File: config.mk
export PLATFORM = sky130hd
export DESIGN_NAME = calc_unit_mc
export DESIGN_NICKNAME = d
export VERILOG_FILES = /design/src/rtl/calc_unit_mc.sv
export SDC_FILE = /design/constraint.sdc
export NUM_CORES = 1
export LEC_CHECK = 0
export ABC_AREA = 1
export ABC_CLOCK_PERIOD_IN_PS = 6200
export CORE_MARGIN = 2
export CORE_UTILIZATION = 60
export CTS_CLUSTER_DIAMETER = 120
export DETAILED_ROUTE_END_ITERATION = 8
export PLACE_DENSITY = 0.9
export SYNTH_ARGS = -nofsm -noshare
export SYNTH_HDL_FRONTEND = slang
export SYNTH_SLANG_ARGS = --single-unit
File: constraint.sdc
create_clock -name clk -period 6.2 [get_ports clk]
set_input_delay 1.24 -clock clk [delete_from_list [all_inputs] [get_ports clk]]
set_output_delay 1.24 -clock clk [all_outputs]
set_load 0.02 [all_outputs]
File: src/rtl/calc_unit_mc.sv
// ---------------------------------------------------------------------------
// calc_unit_mc
//
// Multi-cycle calculation stage for a small processor datapath. Selects the
// ALU operands (PC / A / zero on side A; B / PC increment / imm / shifted imm
// on side B), executes one operation per accepted start request and registers
// the result together with Zero, negative and overflow flags for the
// multi-cycle control FSM.
//
// Single-cycle ops complete one clock after start. When the optional
// iterative multiplier is built in, op 111 runs a shift-add multiply that
// takes WIDTH clocks and holds busy for that whole time.
//
// Configuration macro:
//   CALC_MUL_EN  defined   : op 111 = iterative unsigned multiply (low WIDTH
//                            bits), busy asserted for WIDTH clocks.
//                undefined : no multiplier; op 111 completes in one clock with
//                            result 0 (Zero=1, negative=0, overflow=0); busy
//                            is constant 0.
//
// Parameters:
//   WIDTH      datapath width in bits (>=4, power of 2)
//   PC_INC     constant used as operand B when ALUSrcB=01
//   IMM_SHIFT  left shift applied to imm when ALUSrcB=11
//
// Ports:
//   clk              in   rising-edge clock
//   reset            in   synchronous, active-high reset
//   start            in   operation request, accepted only while busy=0
//   input_ALUOp      in   [2:0] operation code
//   input_ALUSrcA    in   [1:0] 00 PC, 01 zero, 10 A, 11 zero
//   input_ALUSrcB    in   [1:0] 00 B, 01 PC_INC, 10 imm, 11 imm<<IMM_SHIFT
//   input_A          in   [WIDTH-1:0] register A
//   input_B          in   [WIDTH-1:0] register B
//   input_PC         in   [WIDTH-1:0] program counter
//   input_imm        in   [WIDTH-1:0] sign-extended immediate
//   output_ALU       out  [WIDTH-1:0] registered result
//   output_Zero      out  result == 0
//   output_negative  out  result MSB
//   output_overflow  out  signed overflow of ADD/SUB, 0 otherwise
//   busy             out  multi-cycle operation in progress
//   done             out  one-cycle pulse, result and flags just updated
// ---------------------------------------------------------------------------
module calc_unit_mc #(
    parameter int WIDTH     = 16,
    parameter int PC_INC    = 2,
    parameter int IMM_SHIFT = 1
) (
    input  logic             clk,
    input  logic             reset,
    input  logic             start,
    input  logic [2:0]       input_ALUOp,
    input  logic [1:0]       input_ALUSrcA,
    input  logic [1:0]       input_ALUSrcB,
    input  logic [WIDTH-1:0] input_A,
    input  logic [WIDTH-1:0] input_B,
    input  logic [WIDTH-1:0] input_PC,
    input  logic [WIDTH-1:0] input_imm,
    output logic [WIDTH-1:0] output_ALU,
    output logic             output_Zero,
    output logic             output_negative,
    output logic             output_overflow,
    output logic             busy,
    output logic             done
);

    localparam int SHW = $clog2(WIDTH);
    localparam int MSB = WIDTH - 1;

    typedef enum logic [2:0] {
        OP_AND = 3'b000,
        OP_ADD = 3'b001,
        OP_SUB = 3'b010,
        OP_OR  = 3'b011,
        OP_XOR = 3'b100,
        OP_SLL = 3'b101,
        OP_SRA = 3'b110,
        OP_MUL = 3'b111
    } op_e;

    // -----------------------------------------------------------------------
    // Operand selection
    // -----------------------------------------------------------------------
    logic [WIDTH-1:0] op_a;
    logic [WIDTH-1:0] op_b;

    // NOTE: every combinational output gets a default before the case so no
    // path leaves it unassigned and no latch is inferred.
    always_comb begin
        op_a = '0;
        unique case (input_ALUSrcA)
            2'b00:   op_a = input_PC;
            2'b10:   op_a = input_A;
            default: op_a = '0;
        endcase
    end

    always_comb begin
        op_b = '0;
        unique case (input_ALUSrcB)
            2'b00: op_b = input_B;
            2'b01: op_b = WIDTH'(PC_INC);
            2'b10: op_b = input_imm;
            2'b11: op_b = input_imm << IMM_SHIFT;
        endcase
    end

    // -----------------------------------------------------------------------
    // Single-cycle ALU: next result and overflow for every op except the
    // iterative multiply (which yields 0 here, matching the no-multiplier
    // build).
    // -----------------------------------------------------------------------
    logic [WIDTH-1:0] sum;
    logic [WIDTH-1:0] diff;
    logic [SHW-1:0]   shamt;
    logic [WIDTH-1:0] res_d;
    logic             ovf_d;

    assign sum   = op_a + op_b;
    assign diff  = op_a - op_b;
    assign shamt = op_b[SHW-1:0];

    always_comb begin
        res_d = '0;
        ovf_d = 1'b0;
        unique case (input_ALUOp)
            OP_AND: res_d = op_a & op_b;
            OP_ADD: begin
                res_d = sum;
                // Operands agree in sign but the sum does not.
                ovf_d = (op_a[MSB] == op_b[MSB]) && (sum[MSB] != op_a[MSB]);
            end
            OP_SUB: begin
                res_d = diff;
                // Operands differ in sign and the difference left a's sign.
                ovf_d = (op_a[MSB] != op_b[MSB]) && (diff[MSB] != op_a[MSB]);
            end
            OP_OR:  res_d = op_a | op_b;
            OP_XOR: res_d = op_a ^ op_b;
            OP_SLL: res_d = op_a << shamt;
            OP_SRA: res_d = $signed(op_a) >>> shamt;
            OP_MUL: res_d = '0;
        endcase
    end

`ifdef CALC_MUL_EN
    // -----------------------------------------------------------------------
    // Control FSM with iterative shift-add multiplier.
    // The multiplicand shifts left and the multiplier shifts right each
    // step; after WIDTH steps the accumulator holds the low WIDTH bits of
    // the product.
    // -----------------------------------------------------------------------
    typedef enum logic {
        S_IDLE = 1'b0,
        S_MUL  = 1'b1
    } state_e;

    state_e           state_q;
    logic [SHW-1:0]   cnt_q;
    logic [WIDTH-1:0] acc_q;
    logic [WIDTH-1:0] mcand_q;
    logic [WIDTH-1:0] mplier_q;
    logic [WIDTH-1:0] acc_d;

    // Accumulator after the current step, also the final product on the
    // last step.
    assign acc_d = acc_q + (mplier_q[0] ? mcand_q : '0);

    // NOTE: sequential state uses non-blocking assignments only, so every
    // register sees the pre-edge values of the others.
    always_ff @(posedge clk) begin
        if (reset) begin
            // NOTE: the multiplier working registers are reset too; it costs
            // little here and keeps simulation free of X after reset.
            state_q         <= S_IDLE;
            cnt_q           <= '0;
            acc_q           <= '0;
            mcand_q         <= '0;
            mplier_q        <= '0;
            output_ALU      <= '0;
            output_Zero     <= 1'b0;
            output_negative <= 1'b0;
            output_overflow <= 1'b0;
            busy            <= 1'b0;
            done            <= 1'b0;
        end else begin
            done <= 1'b0;
            unique case (state_q)
                S_IDLE: begin
                    if (start) begin
                        if (input_ALUOp == OP_MUL) begin
                            // Latch operands so input changes during the
                            // multiply have no effect.
                            acc_q    <= '0;
                            mcand_q  <= op_a;
                            mplier_q <= op_b;
                            cnt_q    <= '0;
                            busy     <= 1'b1;
                            state_q  <= S_MUL;
                        end else begin
                            output_ALU      <= res_d;
                            output_Zero     <= ~|res_d;
                            output_negative <= res_d[MSB];
                            output_overflow <= ovf_d;
                            done            <= 1'b1;
                        end
                    end
                end
                S_MUL: begin
                    acc_q    <= acc_d;
                    mcand_q  <= mcand_q << 1;
                    mplier_q <= mplier_q >> 1;
                    cnt_q    <= cnt_q + SHW'(1);
                    if (cnt_q == SHW'(WIDTH - 1)) begin
                        output_ALU      <= acc_d;
                        output_Zero     <= ~|acc_d;
                        output_negative <= acc_d[MSB];
                        output_overflow <= 1'b0;
                        done            <= 1'b1;
                        busy            <= 1'b0;
                        state_q         <= S_IDLE;
                    end
                end
            endcase
        end
    end
`else
    // -----------------------------------------------------------------------
    // No multiplier: every op, including 111, completes in one clock.
    // -----------------------------------------------------------------------
    assign busy = 1'b0;

    always_ff @(posedge clk) begin
        if (reset) begin
            output_ALU      <= '0;
            output_Zero     <= 1'b0;
            output_negative <= 1'b0;
            output_overflow <= 1'b0;
            done            <= 1'b0;
        end else begin
            done <= 1'b0;
            if (start) begin
                output_ALU      <= res_d;
                output_Zero     <= ~|res_d;
                output_negative <= res_d[MSB];
                output_overflow <= ovf_d;
                done            <= 1'b1;
            end
        end
    end
`endif

endmodule

Run 1, metal layers overlaid:
Only two layers are drawn.
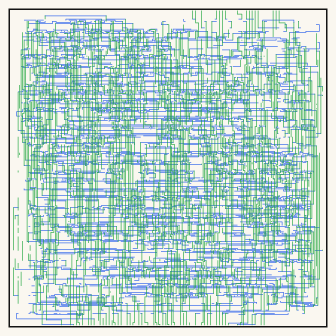
[blue] M1 | wire length: 7890 microns
[green] M2 | wire length: 8810 microns
total wire length after detailed routing: 19.9 mm
average detailed-routed wire length per instance: 16.9 microns

Run 1, I/O nets highlighted:
Scale bar: 20 microns.
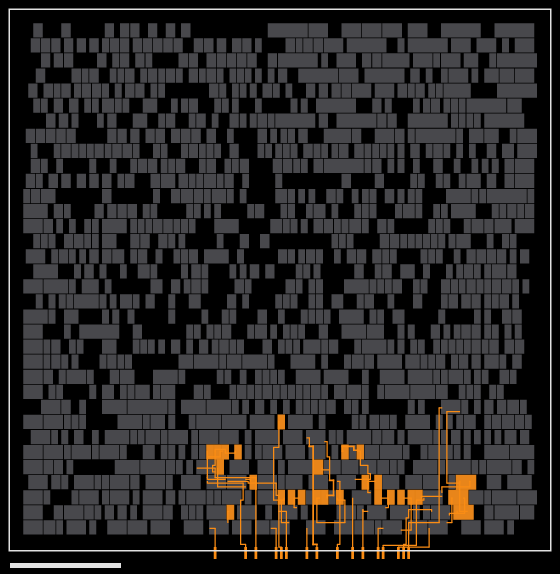
[orange] input_imm | bits: 16 | direction: input | edge: south | end cells: 27 | buffers: 16 | wire: 382 microns
number of port buffers: 93
top-level port count: 95

Run 1, zoomed window:
Region (4, 53) to (44, 93) microns. Cells in grey, sequential cells in the stronger grey; small squares are vias.
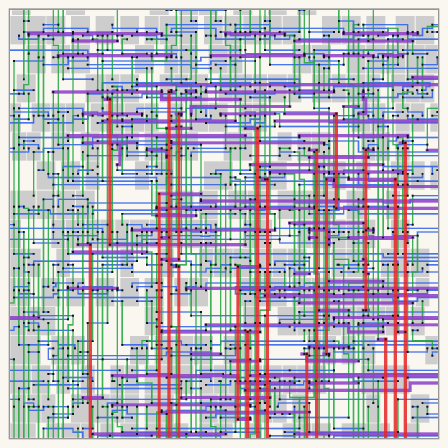
[purple] M3
[red] M4
[green] M2
[blue] M1
sequential cells in the window: 0
cells with their middle in the window: 239
most frequent: nand3_1 (99), nand2_1 (89), nor2_1 (10)

==> run 1: cells by family after synthesis <==
group           Yosys count  share of synthesized area, %
buf+inv                 165                          12.9
simple gates            647                          53.1
other cells               1                        0.0715
fa+ha+maj                52                          12.7
xor+xnor                  2                         0.334
flops                    19                          7.25
compound gates          120                          13.7
==> run 1: registers in the layout (all words and copies together), names as in the netlist <==
| signal | cells |
|---|---|
| done | 1 |
| output_Zero | 1 |
| output_overflow | 1 |
| output_ALU | 16 |
==> run 1: cell usage in the layout (no fill, tap or decap), types with 2 or more instances in the layout <==
cell / Yosys / routed
fa_1: 2 / 2
xor2_1: 2 / 2
o21ai_1: 6 / 6
clkbuf_8: 0 / 3
or2_2: 8 / 8
nand4_1: 12 / 12
o22ai_1: 4 / 4
nand3b_1: 2 / 2
nor2_2: 3 / 3
a221o_1: 3 / 3
a21oi_1: 44 / 44
o21bai_1: 6 / 6
inv_1: 117 / 117
inv_2: 5 / 5
nor2_1: 121 / 121
o21ai_0: 30 / 30
nand2_1: 299 / 299
clkdlybuf4s50_1: 0 / 93
o21a_1: 3 / 3
o211ai_1: 11 / 11
nand3_2: 4 / 4
nand3_1: 182 / 182
a221oi_1: 9 / 9
dfxtp_1: 19 / 19
ha_1: 50 / 50
buf_4: 3 / 8
nor3_1: 9 / 9
nor3b_1: 2 / 2
==> run 1: layout make-up <==
cell class,count,area [sq um],share of cell area (%)
well taps,108,135,2.18
inverters,123,462,7.44
multi-input cells,822,4190,67.5
clock buffers,4,45.0,0.726
repair buffers,101,991,16.0
flip-flops and latches,19,380,6.13
==> run 1: power by group <==
group          total [uW]  switching, uW  internal (uW)  leakage, uW
clock network        86.2           40.5           45.7    0.0000228
registers             137           5.08            132     0.000157
logic                 620            406            214      0.00309
total                 844            452            392      0.00327
==> flow.log, run 1 <==
[flow] summary of implementation run
INFO  metric setup.worst_path.end_class = flop
INFO  metric criticalPathCategory = primary input to flop
INFO  metric synth-main-ff-cell = dfxtp_1
INFO  metric reg2reg_from = output_ALU[4]$_SDFFE_PP0P_
INFO  metric yosysCellCount = 1006
INFO  metric ant_nets = 0
INFO  metric status = complete, no violations
INFO  metric seq_area_frac_synth = 7.25%
INFO  metric globalplace.congestion = 1.04
INFO  metric timing.final.hold_violations = 0
INFO  metric most_frequent_cell_on_the_critical_path = nand2_1
INFO  metric die-area = 9510 sq um
INFO  metric holdCritStartpoint = output_Zero$_SDFFE_PP0P_
INFO  metric post-route-drc-count = 0
INFO  metric cp_num_buf_inv = 3
INFO  metric async_flop_share = 0%
INFO  metric inst_count_dp = 1173
INFO  metric first_global_vias = 6350
INFO  metric vias = 7099
INFO  metric cp_slowest_stage_delay = 710 ps
INFO  metric critical_path_startpoint = input_ALUSrcA[1]
INFO  metric slew_headroom = 33.5%
INFO  metric worst-endpoint-arrival = 5300 ps
INFO  metric top_cell_area_share = 21.4%
INFO  metric critical-path-slowest-cell = clkdlybuf4s50_1
INFO  metric post_cts_hold_buffer_count = 0
INFO  metric die_w = 97.5 microns
INFO  metric grt_start_max_net_pins = 34
INFO  metric yosysChipArea = 5250 sq um
INFO  metric max-clock-path-buffers = 2
INFO  metric grt_util_met3 = 7.05%
INFO  metric detail_route.first_pass.iterations = 6
INFO  metric utilization = 72.2%
INFO  metric place_worst_setup_slack = 924 ps
INFO  metric postLayoutSetupSlackWorst = 1090 ps
INFO  metric cts_sinks = 19
==> inputs of run 2 (changes only) <==
ABC_CLOCK_PERIOD_IN_PS = 5200   (was 6200)
CORE_UTILIZATION = 55   (was 60)
PLACE_DENSITY = 0.83   (was 0.9)
clock period = 5.2 ns   (was 6.2 ns; I/O delays follow)
Run 2, clock routing:
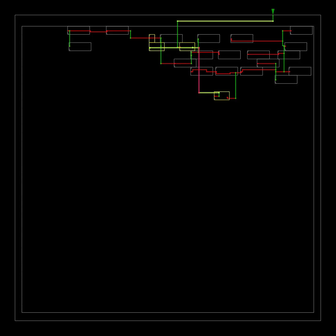
# clock sinks: 19
Worst Skew: 0 ps
number of CTS-inserted buffers: 3
Worst-Skew Late Latency: 260 ps

Run 2, zoomed window:
Region (5, 56) to (45, 96) microns. Cells in grey, sequential cells in the stronger grey; small squares are vias.
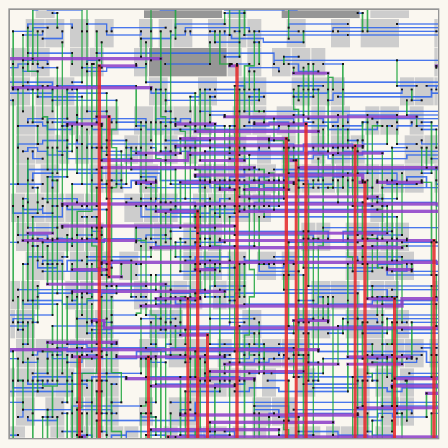
[red] M4
[green] M2
[purple] M3
[blue] M1
most frequent: nand3_1 (95), nand2_1 (77), a21oi_1 (5)
sequential cells in the window: 1
netlist names of flops here include: output_ALU (1)
cells with their middle in the window: 200

==> run 2 against run 1 <==
Effect of this change:
- clock power up about 20%
- critical path type unchanged
- first-iteration DRC count up 4.0%
- highest routed layer unchanged
- critical endpoint unchanged
- clock skew unchanged
- setup slack worse by 500 ps
==> flow.log, run 2 <==
[flow] summary of implementation run
INFO  metric comb_area = 4190 sq um (unchanged)
INFO  metric utilization = 67.8% (was 72.2%)
INFO  metric top_cell_area_share = 21.4% (unchanged)
INFO  metric timing.final.hold_violations = 0 (unchanged)
INFO  metric switching_share = 53.6% (was 53.5%)
INFO  metric criticalPathCategory = primary input to flop (unchanged)
INFO  metric p_int = 468 uW (was 392 uW)
INFO  metric max-clock-path-buffers = 2 (unchanged)
INFO  metric cp_num_buf_inv = 3 (unchanged)
INFO  metric comb_power_share = 73.3% (was 73.5%)
INFO  metric numPortBuffers = 93 (unchanged)
INFO  metric post-route-drc-count = 0 (unchanged)
INFO  metric yosysCellCount = 1006 (unchanged)
INFO  metric critical_path_startpoint = input_ALUSrcB[0] (was input_ALUSrcA[1])
INFO  metric worst-endpoint-arrival = 4800 ps (was 5300 ps)
INFO  metric area_dominant_class = logic gates (unchanged)
INFO  metric layout.cells.most_common = nand2_1 (unchanged)
INFO  metric detail_route.first_pass.iterations = 5 (was 6)
INFO  metric first_global_vias = 6140 (was 6350)
INFO  metric n_multi_input_combinational_cell = 822 (unchanged)
INFO  metric synth-main-ff-cell = dfxtp_1 (unchanged)
INFO  metric mostFrequentLayoutCells = nand2_1 (299), nand3_1 (182), nor2_1 (121) (unchanged)
INFO  metric sw_power = 541 uW (was 452 uW)
INFO  metric largest_register = output_ALU (unchanged)
INFO  metric die_w = 102 microns (was 97.5 microns)
INFO  metric combAreaFraction = 66.9% (was 67.5%)
INFO  metric max_freq = 217 MHz
INFO  metric setup.worst_path.end_class = flop (unchanged)
INFO  metric critical-path-slowest-cell = clkdlybuf4s50_1 (unchanged)
INFO  metric largest_register_ffs = 16 (unchanged)
INFO  metric final-nonclk-buf-share = 16.3% (was 16.0%)
INFO  metric die-area = 10300 sq um (was 9510 sq um)
INFO  metric post_cts_hold_buffer_count = 0 (unchanged)
INFO  metric status = complete, no violations (unchanged)
INFO  metric cp_slowest_stage_delay = 640 ps (was 710 ps)
INFO  metric grt_start_max_net_pins = 34 (unchanged)
INFO  metric reg2reg_from = output_ALU[9]$_SDFFE_PP0P_ (was output_ALU[4]$_SDFFE_PP0P_)
INFO  metric place_worst_setup_slack = 415 ps (was 924 ps)
INFO  metric tns = 0 ps (unchanged)
INFO  metric non_clock_inverter_count_in_the_final_layout = 123 (unchanged)
INFO  metric postLayoutSetupSlackWorst = 597 ps (was 1090 ps)
INFO  metric async_flop_share = 0% (unchanged)
INFO  metric fill_cells = 928 (was 794)
INFO  metric signal_buffers = 105 (was 101)
INFO  metric clock_tree_area_fraction = 0.739% (was 0.726%)
INFO  metric n_clock_buffer = 3 (was 4)
INFO  metric ioPinCount = 95 (unchanged)
INFO  metric most_frequent_cell_on_the_critical_path = nand2_1 (unchanged)
INFO  metric crit_end = output_Zero$_SDFFE_PP0P_ (unchanged)
INFO  metric vias = 6993 (was 7099)
INFO  metric holdCritStartpoint = output_ALU[12]$_SDFFE_PP0P_ (was output_Zero$_SDFFE_PP0P_)
INFO  metric final-seq-area = 380 sq um (unchanged)
INFO  metric share_clk_of_total_power = 10.5% (was 10.2%)
INFO  metric inst_count_dp = 1198 (was 1173)
INFO  metric pwr-share-seq = 16.2% (was 16.3%)
INFO  metric holdWs = 481 ps (about the same)
Run 2, signal metal coverage by tile:
The die is cut into 20 by 20 equal tiles; dark blue is low, red is high, scaled to the fullest tile. Values are wire area over tile area, all layers added.
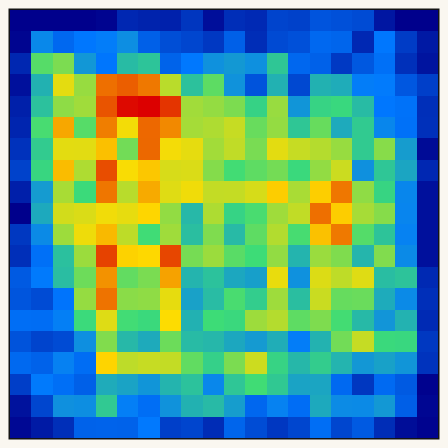
mean over tiles: 0.34
fullest tile: 0.81
densest ninth of the die: centre
tiles over half the peak: 39%

-- run 2: cell counts after synthesis --
Identical to the previous run, type by type.
-- run 2: power by group through the flow --
stage | Clock [uW] | Combinational, uW | Sequential [uW]
3_5_place_dp | 0 | 713 | 167
4_1_cts | 106 | 716 | 164
5_1_grt | 113 | 816 | 165
2_1_floorplan | 0 | 471 | 181
6_report | 106 | 739 | 164
3_3_place_gp | 0 | 711 | 167
-- run 2: worst min path at each step --
stage | cells past startpoint | end | slack (ps)
after floorplan | 2 | output_Zero$_SDFFE_PP0P_ | 540
after global placement | 2 | output_ALU[12]$_SDFFE_PP0P_ | 470
after detailed placement | 2 | output_ALU[12]$_SDFFE_PP0P_ | 470
after CTS | 2 | output_Zero$_SDFFE_PP0P_ | 480
after global routing | 2 | output_ALU[12]$_SDFFE_PP0P_ | 500
final | 2 | output_ALU[12]$_SDFFE_PP0P_ | 480
-- run 2: worst register-to-register path: cells and delay by family (launching register included) --
family,cells,cell delay (ps)
flip-flops,1,340
AND/OR/NAND/NOR,2,190
AND-OR/OR-AND,1,90
buffers and inverters,1,50
-- run 2: cell families (layout without fill, tap and decap cells) --
family	Yosys count	in the layout	share of synthesized area [%]
fa+ha+maj	52	52	12.7
buf+inv	165	232	12.9
xor+xnor	2	2	0.334
compound gates	120	120	13.7
flops	19	19	7.25
simple gates	647	647	53.1
other cells	1	1	0.0715
-- run 2: routing by layer --
layer	GRT usage [%]	vias to the layer above	share of wire (%)	wire length, microns
met5	0	-	0	0
met1	53.6	3101	41	8280
met3	8.63	57	12	2370
met4	16.8	0	4.6	927
met2	58.6	419	42	8380
li1	-	3416	-	-
Power is estimated from default activity; no workload was simulated.
